Run 1, power grid:
Drawn at 2 px/µm. Pins as bars on the die edge. Tap cells in gray.
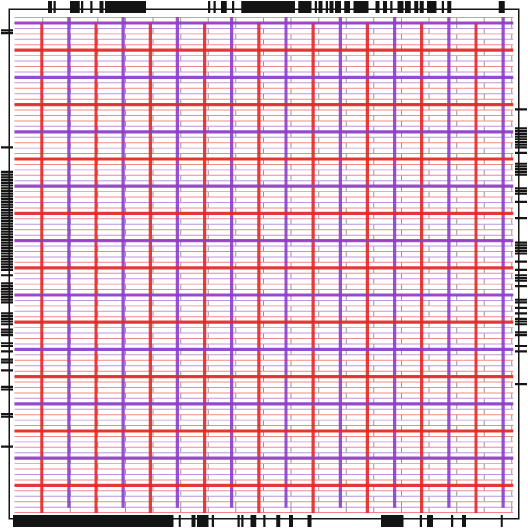
Run 1, placement by cell class:
Drawn at 2 px/µm. Fill, decap, tap and diode cells in gray.
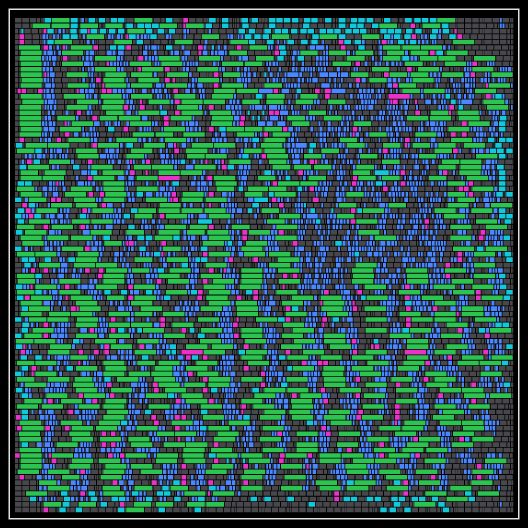
Run 1, clock distribution:
Drawn at 1.5 px/µm.
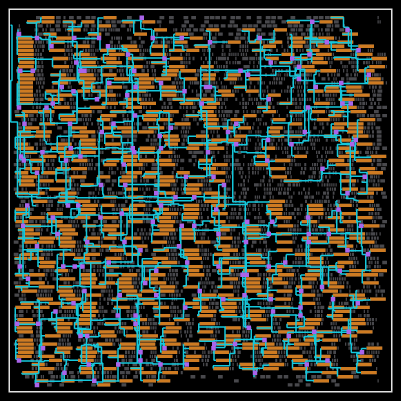
**config.mk**
```make
export PLATFORM = sky130hd
export DESIGN_NAME = lsu_sq_drain
export DESIGN_NICKNAME = d
export VERILOG_FILES = /design/src/rtl/lsu_sq_drain.sv
export SDC_FILE = /design/constraint.sdc
export NUM_CORES = 1
export LEC_CHECK = 0
export ABC_AREA = 1
export CAP_MARGIN = 5
export CORE_MARGIN = 2
export CORE_UTILIZATION = 55
export CTS_BUF_LIST = sky130_fd_sc_hd__clkbuf_4
export DETAILED_ROUTE_END_ITERATION = 10
export PLACE_DENSITY_LB_ADDON = 0.05
export RECOVER_POWER = 100
export SYNTH_ARGS = -nofsm -noshare
export SYNTH_HDL_FRONTEND = slang
export SYNTH_SLANG_ARGS = --single-unit
export TNS_END_PERCENT = 20
```
**constraint.sdc**
```tcl
create_clock -name clk -period 16 [get_ports clk]
set_input_delay 1.6 -clock clk [delete_from_list [all_inputs] [get_ports clk]]
set_output_delay 1.6 -clock clk [all_outputs]
set_load 0.005 [all_outputs]
```
**src/rtl/lsu_sq_drain.sv**
```systemverilog
// Committed-store drain buffer: in-order FIFO of retired stores issued one at a time as
// byte-enabled doubleword writes. Optional load-forwarding lookup under LSU_SQ_DRAIN_FWD_EN.
module lsu_sq_drain #(
   parameter int DEPTH = 4,
   parameter int XLEN  = 64,
   parameter int ID_W  = 6
) (
   input  logic                     clk,
   input  logic                     rstn,
   input  logic                     commit_i_valid,
   output logic                     commit_i_ready,
   input  logic [ID_W-1:0]          commit_id_i,
   input  logic [XLEN-1:0]          commit_paddr_i,
   input  logic [1:0]               commit_size_i,
   input  logic [XLEN-1:0]          commit_data_i,
   output logic                     mem_req_o_valid,
   input  logic                     mem_req_o_ready,
   output logic [XLEN-1:0]          mem_req_addr_o,
   output logic [63:0]              mem_req_wdata_o,
   output logic [7:0]               mem_req_be_o,
   output logic [ID_W-1:0]          mem_req_id_o,
   input  logic                     mem_rsp_i_valid,
   input  logic                     mem_rsp_err_i,
   output logic                     err_o,
   output logic [ID_W-1:0]          err_id_o,
   output logic                     empty_o,
   output logic [$clog2(DEPTH):0]   count_o,
   input  logic [XLEN-1:0]          fwd_paddr_i,
   output logic                     fwd_hit_o
);
   localparam int AW = $clog2(DEPTH);
   localparam int CW = AW + 1;

   typedef enum logic [1:0] {S_IDLE, S_REQ, S_WAIT_RSP} state_t;

   logic [ID_W-1:0] r_id    [DEPTH];
   logic [XLEN-1:0] r_paddr [DEPTH];
   logic [1:0]      r_size  [DEPTH];
   logic [XLEN-1:0] r_data  [DEPTH];
   logic [AW-1:0]   r_head, r_tail;
   logic [CW-1:0]   r_count;
   logic            r_empty;

   state_t          r_state;
   logic            r_req_valid;
   logic [XLEN-1:0] r_req_addr;
   logic [63:0]     r_req_wdata;
   logic [7:0]      r_req_be;
   logic [ID_W-1:0] r_req_id;
   logic            r_err;
   logic [ID_W-1:0] r_err_id;

   logic            w_push, w_pop, w_use_nxt, w_nxt_avail;
   logic [AW-1:0]   w_nxt_idx;
   logic [CW-1:0]   w_count_nxt;
   logic [ID_W-1:0] w_sel_id;
   logic [XLEN-1:0] w_sel_paddr, w_sel_data;
   logic [1:0]      w_sel_size;
   logic [2:0]      w_sel_off;
   logic            w_sel_mis;
   logic [7:0]      w_sel_be;
   logic [63:0]     w_sel_wdata;

   function automatic logic f_misaligned(input logic [2:0] off, input logic [1:0] size);
      case (size)
         2'd0:    return 1'b0;
         2'd1:    return off[0];
         2'd2:    return |off[1:0];
         default: return |off;
      endcase
   endfunction

   function automatic logic [7:0] f_be(input logic [2:0] off, input logic [1:0] size);
      logic [7:0] m;
      case (size)
         2'd0:    m = 8'h01;
         2'd1:    m = 8'h03;
         2'd2:    m = 8'h0F;
         default: m = 8'hFF;
      endcase
      return m << off;
   endfunction

   assign commit_i_ready = (r_count != CW'(DEPTH));
   assign w_push         = commit_i_valid && commit_i_ready;
   assign w_nxt_idx      = AW'(r_head + 1'b1);

   // After a response the next head may be the store being pushed this very cycle.
   assign w_use_nxt   = (r_state == S_WAIT_RSP);
   assign w_nxt_avail = (r_count > CW'(1)) || w_push;

   always_comb begin
      w_sel_id    = r_id[r_head];
      w_sel_paddr = r_paddr[r_head];
      w_sel_size  = r_size[r_head];
      w_sel_data  = r_data[r_head];
      if (w_use_nxt) begin
         if (r_count > CW'(1)) begin
            w_sel_id    = r_id[w_nxt_idx];
            w_sel_paddr = r_paddr[w_nxt_idx];
            w_sel_size  = r_size[w_nxt_idx];
            w_sel_data  = r_data[w_nxt_idx];
         end else begin
            w_sel_id    = commit_id_i;
            w_sel_paddr = commit_paddr_i;
            w_sel_size  = commit_size_i;
            w_sel_data  = commit_data_i;
         end
      end
   end

   assign w_sel_off   = w_sel_paddr[2:0];
   assign w_sel_mis   = f_misaligned(w_sel_off, w_sel_size);
   assign w_sel_be    = f_be(w_sel_off, w_sel_size);
   assign w_sel_wdata = 64'(w_sel_data) << {w_sel_off, 3'b000};

   assign w_pop = ((r_state == S_IDLE) && (r_count != '0) && w_sel_mis) ||
                  ((r_state == S_WAIT_RSP) && mem_rsp_i_valid);

   always_comb begin
      w_count_nxt = r_count;
      if (w_push && !w_pop)      w_count_nxt = r_count + CW'(1);
      else if (!w_push && w_pop) w_count_nxt = r_count - CW'(1);
   end

   // NOTE: the entry storage has no reset; occupancy is tracked by the pointers and count.
   always_ff @(posedge clk) begin
      if (w_push) begin
         r_id[r_tail]    <= commit_id_i;
         r_paddr[r_tail] <= commit_paddr_i;
         r_size[r_tail]  <= commit_size_i;
         r_data[r_tail]  <= commit_data_i;
      end
   end

   always_ff @(posedge clk or negedge rstn) begin
      if (!rstn) begin
         r_head  <= '0;
         r_tail  <= '0;
         r_count <= '0;
         r_empty <= 1'b1;
      end else begin
         if (w_push) r_tail <= AW'(r_tail + 1'b1);
         if (w_pop)  r_head <= w_nxt_idx;
         r_count <= w_count_nxt;
         r_empty <= (w_count_nxt == '0);
      end
   end

   always_ff @(posedge clk or negedge rstn) begin
      if (!rstn) begin
         r_state     <= S_IDLE;
         r_req_valid <= 1'b0;
         r_req_addr  <= '0;
         r_req_wdata <= '0;
         r_req_be    <= '0;
         r_req_id    <= '0;
         r_err       <= 1'b0;
         r_err_id    <= '0;
      end else begin
         r_err <= 1'b0;
         case (r_state)
            S_IDLE: begin
               if (r_count != '0) begin
                  if (w_sel_mis) begin
                     r_err    <= 1'b1;
                     r_err_id <= w_sel_id;
                  end else begin
                     r_state     <= S_REQ;
                     r_req_valid <= 1'b1;
                     r_req_addr  <= {w_sel_paddr[XLEN-1:3], 3'b000};
                     r_req_wdata <= w_sel_wdata;
                     r_req_be    <= w_sel_be;
                     r_req_id    <= w_sel_id;
                  end
               end
            end
            S_REQ: begin
               if (mem_req_o_ready) begin
                  r_state     <= S_WAIT_RSP;
                  r_req_valid <= 1'b0;
               end
            end
            S_WAIT_RSP: begin
               if (mem_rsp_i_valid) begin
                  if (mem_rsp_err_i) begin
                     r_err    <= 1'b1;
                     r_err_id <= r_req_id;
                  end
                  if (w_nxt_avail && !w_sel_mis) begin
                     r_state     <= S_REQ;
                     r_req_valid <= 1'b1;
                     r_req_addr  <= {w_sel_paddr[XLEN-1:3], 3'b000};
                     r_req_wdata <= w_sel_wdata;
                     r_req_be    <= w_sel_be;
                     r_req_id    <= w_sel_id;
                  end else begin
                     r_state <= S_IDLE;
                  end
               end
            end
            default: r_state <= S_IDLE;
         endcase
      end
   end

   assign mem_req_o_valid = r_req_valid;
   assign mem_req_addr_o  = r_req_addr;
   assign mem_req_wdata_o = r_req_wdata;
   assign mem_req_be_o    = r_req_be;
   assign mem_req_id_o    = r_req_id;
   assign err_o           = r_err;
   assign err_id_o        = r_err_id;
   assign empty_o         = r_empty;
   assign count_o         = r_count;

`ifdef LSU_SQ_DRAIN_FWD_EN
   logic [DEPTH-1:0] r_vld;
   logic             w_fwd_hit;

   always_ff @(posedge clk or negedge rstn) begin
      if (!rstn) begin
         r_vld <= '0;
      end else begin
         if (w_pop)  r_vld[r_head] <= 1'b0;
         if (w_push) r_vld[r_tail] <= 1'b1;
      end
   end

   always_comb begin
      w_fwd_hit = 1'b0;
      for (int i = 0; i < DEPTH; i++) begin
         if (r_vld[i] && (r_paddr[i][XLEN-1:3] == fwd_paddr_i[XLEN-1:3])) w_fwd_hit = 1'b1;
      end
   end

   assign fwd_hit_o = w_fwd_hit;
`else
   logic w_unused_fwd;
   assign w_unused_fwd = ^fwd_paddr_i;
   assign fwd_hit_o    = 1'b0;
`endif

endmodule

```
==> results.txt, run 1 <==
Notes on the flow run.

- The area added between synthesis and finish is 16.5%, for reference.
- Dividing the detail-routed via count by the number of cells gives approximately 6.
- The number of enable flip-flop cells is about 540, for reference.
- Among all flip-flop cells after synthesis, the most frequent one is sky130_fd_sc_hd__edfxtp_1.
- The global routing report lists combined usage of all routing layers as 0.340.
- Clock tree synthesis selected as its root buffer the cell sky130_fd_sc_hd__clkbuf_4.
- The run finished, with violations left.
- The number of library cell types mapped by synthesis is 43, for reference.
- The combinational family with the most area after synthesis is AND-OR/OR-AND gates, for reference.
- The cell-mix breakdown from Yosys lists the compound-gate area share as 0.197.
- Summing over the stages, the warning tally comes to 126.
- Of the cells placed in the final design, the portion with a size suffix greater than 1 is 0.0841.
- The worst setup slack after layout is 6.00 ns, for reference.
- The share of async-settable or async-resettable flops after synthesis is 0.224, for reference.
- According to the timing report, the data required time at the worst endpoint equals between 15 and 20 ns.
- The synthesis stats list as the most numerous cell sky130_fd_sc_hd__nand2_1.
- The data arrival time of the worst path is 10.88 ns, for reference.
- The initial DRC count is about 3400, for reference.
- The yosys-reported design area after synthesis is between 30000 and 40000 µm², for reference.
- Per Yosys stat, the portion of area used by sequential elements is 0.589.
- The cell with the largest stage delay on the worst path is sky130_fd_sc_hd__dfrtp_1, for reference.
- Per the synthesis report, the XOR/XNOR share of the synthesized area is 0.00102.
- The buffer-and-inverter tally for the worst setup path is 4, for reference.
- The critical path endpoint category is a flip-flop, for reference.
- The number of fillers in the final layout is around 5100, for reference.
- The part of the cycle the worst path needs is 0.625, for reference.
- STA classifies the critical path startpoint as a flip-flop.
- After layout, the setup clock skew is reported as 0.0529 ns.
- For this design, the sink count on the clock tree is around 700.
- Of the total synthesized cell area, the portion taken by full adders, half adders and majority gates is 0.00291.
- The remaining antenna violation count after routing is 0, for reference.
- The cell family with the largest share of critical-path delay is simple AND/OR/NAND/NOR gates, for reference.
- The mean cell area of the mapped netlist is just over 9 µm², for reference.
- For reference, the mux area share after synthesis is 0.
- After floorplanning, the core was sized to cover 61700 µm².
- Per the OpenROAD power report, leakage power amounts to 0.0158 µW.
- The clock latency on the worst-skew pair is roughly 1.0 ns, for reference.
- about 360 I/O pins were placed.
- The yosys warning tally is 0, for reference.
- Once layout is done, the placed cells without fillers occupy 40000 µm².
- For the final routed database, the setup TNS stands at 0 ns.
- The number of pins with negative max-slew slack in the final report is ~800, for reference.
- The number of endpoints with negative hold slack in the final report is 0, for reference.
- The clock-pin slew on the worst setup and hold paths is approximately 0.07 ns, for reference.
- No sink is reached through more buffers than the 3 on the longest clock path.
- The maximum frequency from static timing analysis is 100 MHz, for reference.
- Per the repair_timing log after CTS, setup buffers inserted total 0.
- The final reports fail on max-capacitance violations, max-slew violations.
- The sum of net half-perimeters after detailed placement is around 63 mm, for reference.
- The transition time of the tightest slew-check pin is around 9.1 ns, for reference.
- The global-route wire length before repair is 166 mm, for reference.
- The report counts max-capacitance violations totalling 13.
- The synth_stat.txt file lists the number of cells as 3726.
- Per the OpenROAD floorplan log, the area of the die is 64500 µm².
- The report lists the number of cells resized after CTS as 0.
- The number of synthesized register bits is 701, for reference.
- In the post-synthesis netlist, the biggest area contributors are sky130_fd_sc_hd__edfxtp_1 (48%), sky130_fd_sc_hd__dfrtp_1 (11%), sky130_fd_sc_hd__nand2_1 (11%).
- After detailed placement, the total cell area comes to between 30000 and 40000 µm².
- TritonRoute reported its final design rule violation total as 0.
- The TritonCTS clock tree is built, for reference.
- Per the power-grid run, VDD falls by no more than between 200 and 250 µV.
- Listed in order, past its start point the critical path passes inv_6 > nand2_1 > nand2_1 > nand2_1 > nand3_1 > a21oi_4 > buf_4 > nand2_1 > nand2_1 > nand2_1 > nand2_1 > o21ai_0 > a21oi_4 > buf_4 > nand2_8 > buf_4 > nor2_1 > nor2_1.
- The floorplan die width is 254 µm, for reference.
- The number of search-and-repair iterations in the first detailed-routing pass is 6, for reference.
- The area fraction of the largest cell type after synthesis is 0.475.
- The buffer_ports step reported a buffer count of roughly 290.
- The final tally of setup violations is 0, for reference.
- The maximum fanout encountered on the critical timing path is roughly 140, for reference.
- The start point of the worst hold path is mem_req_o_valid, for reference.
- The depth of the CTS H-tree is 4, for reference.
- The worst slew margin relative to its limit is -5.07, for reference.
- Entering global routing, the biggest net connects 189 pins.
- The clock period minus worst slack is about 10 ns, for reference.
- The average wire length per cell after detail routing is around 22 µm, for reference.
-- 'power grid' (at the start) --
Red shows VSS. Purple shows VDD.
92 met1 rails follow the rows. 18 straps on met4. 362 signal pins sit on the boundary.

-- 'placement by cell class' (at the start) --
Magenta shows clock drivers and dummy loads, cells 340, share of their area 6.3%. Cyan shows other buffers and delay cells, cells 330, share of their area 8.2%. Blue shows all other logic, cells 2733, share of their area 33%. Green shows flip-flops, cells 701, share of their area 52%.
sequential share of cell area: 0.506
utilization after layout: 0.649
FP Rows: 91

-- 'clock distribution' (at the start) --
Cyan shows clock wires, length 9360 µm. Orange shows flip-flops, count 701. Purple shows cells driving clock nets, count 185.
There are 186 routed clock nets. Position of the flops: all over the die.

[run 1: final timing paths]
check | end | slack [ns] | depth (start not counted)
worst max-delay path | mem_req_wdata_o[58] | 6.00 | 18
worst min-delay path | mem_req_o_valid | 0.46 | 2
worst max register to register | mem_req_wdata_o[58] | 6.00 | 18
worst min register to register | mem_req_o_valid | 0.46 | 2
max in group asynchronous | r_head[0] | 7.18 | 2
min in group asynchronous | mem_req_addr_o[16] | 2.55 | 1
[run 1: registers in the layout (all words and copies together) (netlist names), 2 cells and up]
register         flops
r_state              2
mem_req_wdata_o     64
r_head               2
r_id                24
r_data             256
count_o              3
r_paddr            256
mem_req_addr_o      61
r_size               8
err_id_o             6
r_tail               2
mem_req_be_o         8
mem_req_id_o         6
[run 1: cell families (layout without fill, tap and decap cells)]
kind of cell / after synthesis / count (layout)
compound gates: 1191 / 1191
other cells: 1 / 31
flops: 701 / 701
buf+inv: 431 / 806
fa+ha+maj: 8 / 8
simple gates: 1390 / 1390
xor+xnor: 4 / 4
[run 1: placed cells by master (no fill, tap or decap), types with 45 or more instances in the layout]
| cell type | n |
|---|---|
| sky130_fd_sc_hd__a21oi_1 | 354 |
| sky130_fd_sc_hd__a32oi_1 | 45 |
| sky130_fd_sc_hd__clkbuf_4 | 277 |
| sky130_fd_sc_hd__clkinv_1 | 48 |
| sky130_fd_sc_hd__dfrtp_1 | 155 |
| sky130_fd_sc_hd__dlygate4sd3_1 | 289 |
| sky130_fd_sc_hd__edfxtp_1 | 544 |
| sky130_fd_sc_hd__inv_1 | 132 |
| sky130_fd_sc_hd__nand2_1 | 968 |
| sky130_fd_sc_hd__nand3_1 | 177 |
| sky130_fd_sc_hd__nor2_1 | 225 |
| sky130_fd_sc_hd__o211ai_1 | 60 |
| sky130_fd_sc_hd__o21a_1 | 48 |
| sky130_fd_sc_hd__o21ai_0 | 551 |
[run 1: per-stage QoR]
| stage | cells | utilization | total power [µW] |
|---|---|---|---|
| after floorplan | 3729 | - | 6020 |
| after global placement | 4601 | 0.610 | 7640 |
| after detailed placement | 4601 | 0.610 | 7790 |
| after CTS | 4941 | 0.650 | 9410 |
| after global routing | 4961 | 0.649 | 10000 |
| final | 4968 | 0.649 | 9400 |
[run 1: report_power, final]
group	switching, µW	internal (µW)
combinational	3500	1470
clock	749	855
sequential	280	2540
total	4530	4870
[run 1: per-layer routing]
metal | vias up | wire, µm | track usage
met4 | 16 | 5350 | 0.206
met2 | 1649 | 53600 | 0.550
met1 | 14533 | 41000 | 0.408
li1 | 13728 | - | -
met5 | - | 106 | 0
met3 | 310 | 10600 | 0.0920
[run 1: layout make-up]
class / count / area, µm² / share of cell area
timing repair buffer: 330 / 3200 / 0.0800
clock inverter: 63 / 363 / 0.00906
tap: 837 / 1050 / 0.0261
clock buffer: 277 / 2080 / 0.0519
multi-input combinational: 2597 / 12500 / 0.312
sequential: 701 / 20300 / 0.506
antenna: 27 / 67.6 / 0.00169
inverter: 136 / 524 / 0.0131
==> inputs of run 2 (changes only) <==
- CORE_UTILIZATION: 55 -> 53
- clock period: 16 -> 8.9 ns (I/O delays scaled with it)
==> results.txt, run 2 <==
Notes on the flow run.

- Status: finished, violations left (unchanged).
- Violated checks: max-capacitance violations, max-slew violations (unchanged).
- The endpoint required time on the critical path was 9.76 ns (was 16.88 ns).
- The initial DRC count is 3279 (was 3368), for reference.
- The share of async-settable or async-resettable flops after synthesis is 0.224 (unchanged), for reference.
- The clock latency on the worst-skew pair is 1.06 ns (was 1.04 ns).
- The cell at the root of the clock tree is sky130_fd_sc_hd__clkbuf_4 (unchanged).
- The area added between synthesis and finish is 16.8% (was 16.5%), for reference.
- The worst clock skew on the final layout is 0.0599 ns (was 0.0529 ns), for reference.
- The number of setup buffers added after CTS is 0 (unchanged), for reference.
- The mean cell area of the mapped netlist is 9.23 µm² (unchanged).
- The number of enable flip-flop cells was 544 (unchanged).
- The share of synthesized area occupied by flip-flops and latches is 0.589 (unchanged), for reference.
- The final tally of setup violations is 0 (unchanged), for reference.
- The maximum fanout encountered on the critical timing path was 192 (was 139).
- The critical path endpoint category is a flip-flop (unchanged).
- The number of standard-cell rows in the floorplan was 93 (was 91).
- Top library cells by usage in the layout, fill and taps aside: sky130_fd_sc_hd__nand2_1 (967), sky130_fd_sc_hd__o21ai_0 (549), sky130_fd_sc_hd__edfxtp_1 (544) (was sky130_fd_sc_hd__nand2_1 (968), sky130_fd_sc_hd__o21ai_0 (551), sky130_fd_sc_hd__edfxtp_1 (544)).
- The number of buffers on the longest clock path is 3 (unchanged), for reference.
- The per-cell via count in the routed design is 6.08 (was 6.09), for reference.
- The average wire length per cell after detail routing was 22.5 µm (was 22.3 µm).
- The clock-pin slew on the worst setup and hold paths is 0.06 ns (was 0.07 ns), for reference.
- The number of synthesized register bits is 701 (unchanged), for reference.
- The number of cell instances after yosys synthesis is 3726 (unchanged), for reference.
- The number of fillers in the final layout is 5297 (was 5073), for reference.
- The yosys warning tally is 0 (unchanged).
- The setup TNS after final layout was 0 ns (unchanged).
- The number of OpenROAD warnings is 117 (was 126), for reference.
- The area of the placeable core is 64300 µm² (was 61700 µm²), for reference.
- The worst setup slack after layout came to 1.82 ns (was 6.00 ns).
- The number of maximum-capacitance violations was 12 (was 13).
- The number of library cell types mapped by synthesis is 43 (unchanged), for reference.
- The standby leakage power was 0.0158 µW (about the same).
- The area taken by flip-flops and latches came to 20300 µm² (about the same).
- The number of pins with negative max-slew slack in the final report came to 774 (was 824).
- The number of search-and-repair iterations in the first detailed-routing pass is 6 (unchanged), for reference.
- The TritonCTS clock tree is built (unchanged), for reference.
- The startpoint kind of the worst setup timing path is a flip-flop (unchanged), for reference.
- The part of the cycle the worst path needs is 0.796 (was 0.625), for reference.
-- run 2: final timing paths --
kind | startpoint | slack (ns) | endpoint | cells past startpoint
worst max-delay path | r_head[1] | 1.82 | mem_req_wdata_o[14] | 16
worst min-delay path | mem_req_addr_o[59] | 0.47 | mem_req_addr_o[59] | 2
worst max register to register | r_head[1] | 1.82 | mem_req_wdata_o[14] | 16
worst min register to register | mem_req_addr_o[59] | 0.47 | mem_req_addr_o[59] | 2
max in group asynchronous | rstn | 2.21 | r_head[1] | 3
min in group asynchronous | rstn | 2.55 | mem_req_wdata_o[51] | 2
-- run 2: what timing repair did --
item                                   CTS  global route
hold buffers                             1             0
gates resized                            0             0
setup endpoints to repair                0             0
endpoints found under the hold margin   36             0
-- run 2: power breakdown --
group          total, µW  internal [µW]  leakage (µW)  switching, µW
registers           5040           4530       0.00695            518
clock network       2990           1640       0.00151           1350
logic               8910           2630       0.00738           6280
total              16900           8800        0.0158           8150
-- run 2: metal layers --
metal	routed length (µm)	track usage	share of wire
met1	42200	0.397	0.38
met2	54000	0.543	0.48
met3	9800	0.0750	0.088
met4	5710	0.189	0.051
met5	115	0	0.0010
-- run 2: kinds of logic (layout without fill, tap and decap cells) --
| logic type | after synthesis | count (layout) | synth area share |
|---|---|---|---|
| other | 1 | 27 | 0.000109 |
| AOI/OAI and AO/OA | 1191 | 1191 | 0.197 |
| xor gates and xnor gates | 4 | 4 | 0.00102 |
| buffers and inverters | 431 | 801 | 0.0497 |
| adders and majority gates | 8 | 8 | 0.00291 |
| and+or+nand+nor | 1390 | 1390 | 0.160 |
| DFF | 701 | 701 | 0.589 |
-- run 2: stage by stage --
step           utilization  hold slack (ns)  instances  power [µW]
2_1_floorplan            -            0.464       3729       10800
3_3_place_gp         0.585            0.475       4618       13800
3_5_place_dp         0.585            0.466       4618       14000
4_1_cts              0.625            0.424       4954       17000
5_1_grt              0.624            0.496       4964       18100
6_report             0.624            0.473       4977       16900
-- run 2: critical path: stages, from the launching register on --
cell	delay, ns
sky130_fd_sc_hd__dfrtp_4	1.11
sky130_fd_sc_hd__inv_6	0.56
sky130_fd_sc_hd__nand2_4	0.39
sky130_fd_sc_hd__nand2_2	0.46
sky130_fd_sc_hd__nand2_1	0.21
sky130_fd_sc_hd__nand3_1	0.16
sky130_fd_sc_hd__nand2_1	0.13
sky130_fd_sc_hd__nand2_1	1.03
sky130_fd_sc_hd__nor2_1	0.90
sky130_fd_sc_hd__nand3_1	0.24
sky130_fd_sc_hd__nand2_1	0.12
sky130_fd_sc_hd__o21ai_1	0.08
sky130_fd_sc_hd__a21oi_1	0.41
sky130_fd_sc_hd__nand2_8	0.30
sky130_fd_sc_hd__buf_12	0.42
sky130_fd_sc_hd__nand2_1	0.14
sky130_fd_sc_hd__o21ai_0	0.09
-- run 2: area by class of cell --
class                   instances  share of cell area
multi-input cells            2597               0.311
well taps                     855              0.0266
clock buffers                 302              0.0565
inverters                     136              0.0131
diodes                         23             0.00143
clock inverters                33             0.00617
repair buffers                330              0.0800
flip-flops and latches        701               0.505
Run 2, signal wires by layer:
Drawn at 2 px/µm.
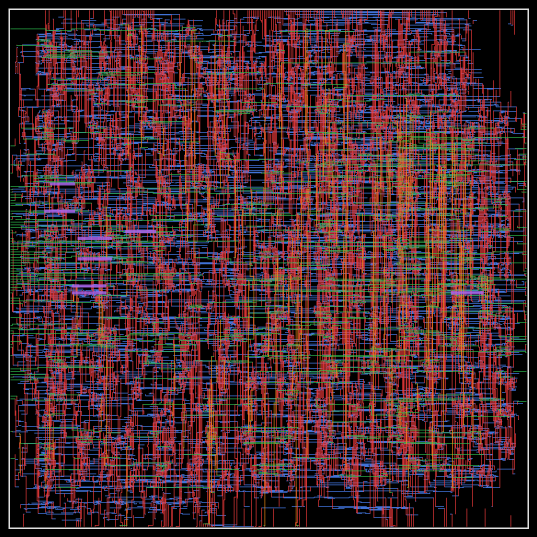
Red shows met2, wire length 54.0 mm. Orange shows met4, wire length 5710 µm. Purple shows met5, wire length 116 µm. Green shows met3, wire length 9800 µm. Blue shows met1, wire length 42.2 mm.
Total GRT Usage: 0.328
final routed wirelength across all metal layers: 112 mm
Via Count: 30252

Power figures rest on the tool's default switching activity, not on a simulated workload.
